<file path="config.mk">
export PLATFORM = sky130hd
export DESIGN_NAME = adder_share_arbiter
export DESIGN_NICKNAME = d
export VERILOG_FILES = /design/src/rtl/adder_share_arbiter.sv
export SDC_FILE = /design/constraint.sdc
export NUM_CORES = 1
export LEC_CHECK = 0
export CORE_AREA = 2 2 118 120
export CTS_CLUSTER_SIZE = 14
export DETAILED_ROUTE_END_ITERATION = 8
export DIE_AREA = 0 0 120 122
export GPL_TIMING_DRIVEN = 0
export PLACE_DENSITY = 0.83
export SYNTH_ARGS = -nofsm -noshare
export SYNTH_HDL_FRONTEND = slang
export SYNTH_SLANG_ARGS = --single-unit
</file>
<file path="constraint.sdc">
create_clock -name clk -period 7.05 [get_ports clk]
set_input_delay 1.41 -clock clk [delete_from_list [all_inputs] [get_ports clk]]
set_output_delay 1.41 -clock clk [all_outputs]
set_load 0.05 [all_outputs]
</file>
<file path="src/rtl/adder_share_arbiter.sv">
// rtl/adder_share_arbiter.sv - round-robin shared adder with a single registered result slot
module adder_share_arbiter #(
  parameter int WIDTH   = 32,
  parameter int HAS_CIN = 0,
  parameter int N_REQ   = 4,
  localparam int ID_W   = $clog2(N_REQ)
) (
  input  logic                   clk,
  input  logic                   rst,
  input  logic [N_REQ-1:0]       req_valid,
  output logic [N_REQ-1:0]       req_ready,
  input  logic [N_REQ*WIDTH-1:0] req_a,
  input  logic [N_REQ*WIDTH-1:0] req_b,
  input  logic [N_REQ-1:0]       req_cin,
  output logic                   res_valid,
  input  logic                   res_ready,
  output logic [WIDTH:0]         res_sum,
  output logic [ID_W-1:0]        res_id
);

  typedef enum logic {EMPTY, FULL} slot_state_e;

  slot_state_e     state_q, state_d;
  logic [ID_W-1:0] rr_ptr_q, rr_ptr_d;
  logic [WIDTH:0]  res_sum_q, res_sum_d;
  logic [ID_W-1:0] res_id_q, res_id_d;

  logic            found;
  logic [ID_W-1:0] grant;
  logic            can_accept;
  logic            accept;
  logic [WIDTH-1:0] a_g, b_g;
  logic            cin_g;
  logic [WIDTH:0]  sum_g;
  int              idx;

  // Rotating-priority search starting at rr_ptr_q, first valid requester wins.
  always_comb begin
    found = 1'b0;
    grant = '0;
    idx   = 0;
    for (int k = 0; k < N_REQ; k++) begin
      idx = int'(rr_ptr_q) + k;
      if (idx >= N_REQ) idx = idx - N_REQ;
      if (!found && req_valid[idx[ID_W-1:0]]) begin
        found = 1'b1;
        grant = idx[ID_W-1:0];
      end
    end
  end

  assign can_accept = (state_q == EMPTY) || res_ready;
  assign accept     = found && can_accept && !rst;
  assign req_ready  = accept ? (N_REQ'(1) << grant) : '0;

  assign a_g   = req_a[grant*WIDTH +: WIDTH];
  assign b_g   = req_b[grant*WIDTH +: WIDTH];
  assign cin_g = (HAS_CIN != 0) ? req_cin[grant] : 1'b0;
  assign sum_g = {1'b0, a_g} + {1'b0, b_g} + {{WIDTH{1'b0}}, cin_g};

  always_comb begin
    state_d   = state_q;
    rr_ptr_d  = rr_ptr_q;
    res_sum_d = res_sum_q;
    res_id_d  = res_id_q;
    if (accept) begin
      // Covers both EMPTY->FULL and FULL->FULL with simultaneous pop.
      state_d   = FULL;
      res_sum_d = sum_g;
      res_id_d  = grant;
      rr_ptr_d  = (grant == ID_W'(N_REQ - 1)) ? '0 : grant + 1'b1;
    end else if (state_q == FULL && res_ready) begin
      state_d = EMPTY;
    end
  end

  always_ff @(posedge clk) begin
    if (rst) begin
      state_q   <= EMPTY;
      rr_ptr_q  <= '0;
      res_sum_q <= '0;
      res_id_q  <= '0;
    end else begin
      state_q   <= state_d;
      rr_ptr_q  <= rr_ptr_d;
      res_sum_q <= res_sum_d;
      res_id_q  <= res_id_d;
    end
  end

  assign res_valid = (state_q == FULL);
  assign res_sum   = res_sum_q;
  assign res_id    = res_id_q;

endmodule

</file>
==> images/layers.png <==
(2 px per um)
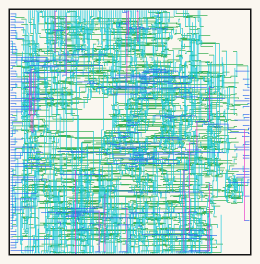
- M2: cyan (wire length 10,900 um)
- M4: magenta (wire length 512 um)
- M1: green (wire length 10,500 um)
- M3: blue (wire length 1,880 um)
via count: 7,363
wirelength, routed: 23,700 um
Wirelength per Cell: 17.6 um
Total Routing Usage GR: 31.2%

==> images/util_map.png <==
(3 px per um) The die is cut into 12 by 12 equal tiles; black is low, pale yellow is high, 0 to 100% covered.
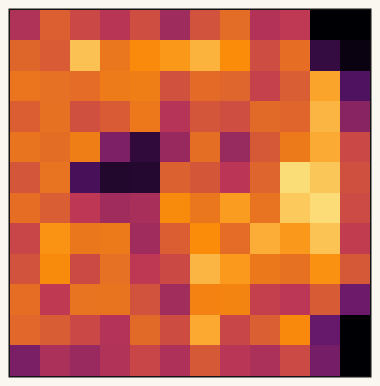
- fullest tile: 93%
- mean over tiles: 57%
- tiles over 75% full: 13%
- densest ninth of the die: right middle
- nearly empty tiles: 2.8%
starting density of the core: 38.5%
Final Core Density: 64.0%
core area: 13,500 um2

==> images/clock_nets.png <==
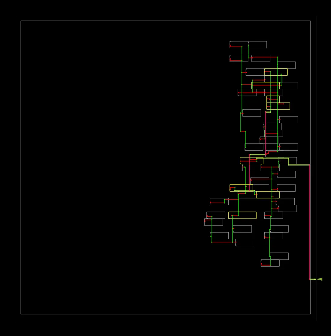
Late-Pin Clk Latency: 280 ps
registers: 38
total CTS buffers: 5

==> images/class_map.png <==
(2 px per um)
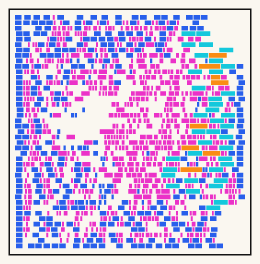
- remaining logic cells: magenta (cells 759; share of their area 50%)
- clock drivers and dummy loads: orange (cells 8; share of their area 2.4%)
- remaining buffers and delay cells: blue (cells 364; share of their area 39%)
- registers: cyan (cells 38; share of their area 9.0%)
Rows: 43
Final Cell Area: 8640 um2
sequential share of cell area: 8.80%

==> images/pinout.png <==
(3 px per um) Pins as bars across the die edge, other pins in gray.
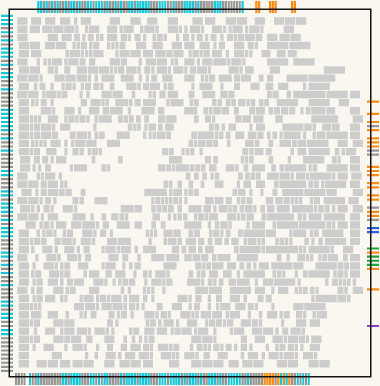
- res_id: blue (pins 2; direction output; edge right)
- clk: purple (pins 1; direction input; edge right)
- res_sum: orange (pins 33; direction output; edge 19 right, 7 bottom, 7 top)
- req_valid: green (pins 4; direction input; edge right)
- req_a: cyan (pins 128; direction input; edge 49 bottom, 42 left, 37 top)
- all pins by edge: 106 bottom, 88 left, 82 top, 31 right
Die Wd: 120 um
die height: 122 um
I/O Buffers: 302

==> flow_summary.toml <==
# synthesis and place-and-route metrics
[final_layout]
largest_cell_class = "logic gates"
n_clock_buffer = 6
clkCellAreaFrac_pct = 2.30
mostFrequentLayoutCells = "nand2_1, clkdlybuf4s50_1, and3_1, a31oi_1, a21oi_1"
comb_area_share_pct = 47.7

[synthesis]
synth_flop_count = 38
fp_nets = 1163
ys.flop_type = "dfxtp_1"
ys_chip_area_um2 = 5200
avgSynthCellArea_um2 = 6.05
synth_top_area_share_pct = 23.1
yosys_warnings = 0
yosys.cell_types.count = 60

[cts]
cts_hold_buf = 0
cts.sinks = 38
path_clk_slew_ps = 60
cts_root_buffer = "clkbuf_16"

[timing]
clock_skew_ps = 2.61
period_used_pct = 86.1
hold_ws_ps = 450
setup_violations = 0
hold_viol_final = 0

[floorplan]
io_pins = 307

[min_path]
hold_depth = 2
hold_path.class = "reg2reg"

[setup_path]
rrSetupSlack_ps = 2520
critical-path-top-delay-family = "buffers and inverters"
rr_worst_depth = 17
timing.rr.end = "res_sum[32]$_SDFFE_PP0P_"
critPathRequiredTime_ps = 5640
slowest_delay_ps = 840
worstPathArrival_ps = 4660
critPathKind = "in2out"

[placed_design]
dpl.hpwl_um = 19800
placed_area_um2 = 8450
gp_congestion = 0.999

[drt]
routed-wl-met3_um = 1880
drt-met1-wl_um = 10500
drtIter0Drc = 624

[power]
power_density_nw_per_um2 = 331

[status]
status = "finished clean"

[grt]
grt_max_degree = 13
-- report_power, final --
| part | switching (mW) | internal (mW) |
|---|---|---|
| Clock | 0.0866 | 0.212 |
| Sequential | 0.0446 | 0.296 |
| Combinational | 1.36 | 0.856 |
-- registers in the layout (all words and copies together), names as in the netlist --
| signal | count |
|---|---|
| res_id | 2 |
| res_sum | 33 |
| res_valid | 1 |
| rr_ptr_q | 2 |
-- routing by layer --
metal,vias up,track usage [%]
met1,3336,42.9
met5,-,0
li1,3625,-
met2,363,51.7
met4,0,7.57
met3,39,3.75
-- cells by family after synthesis --
kind of cell	Yosys count	synth area share, %
AND/OR/NAND/NOR	472	40.0
AND-OR/OR-AND	218	27.2
buffers and inverters	75	5.95
flip-flops	38	14.6
adder cells (fa/ha/maj)	37	9.05
XOR/XNOR	19	3.20
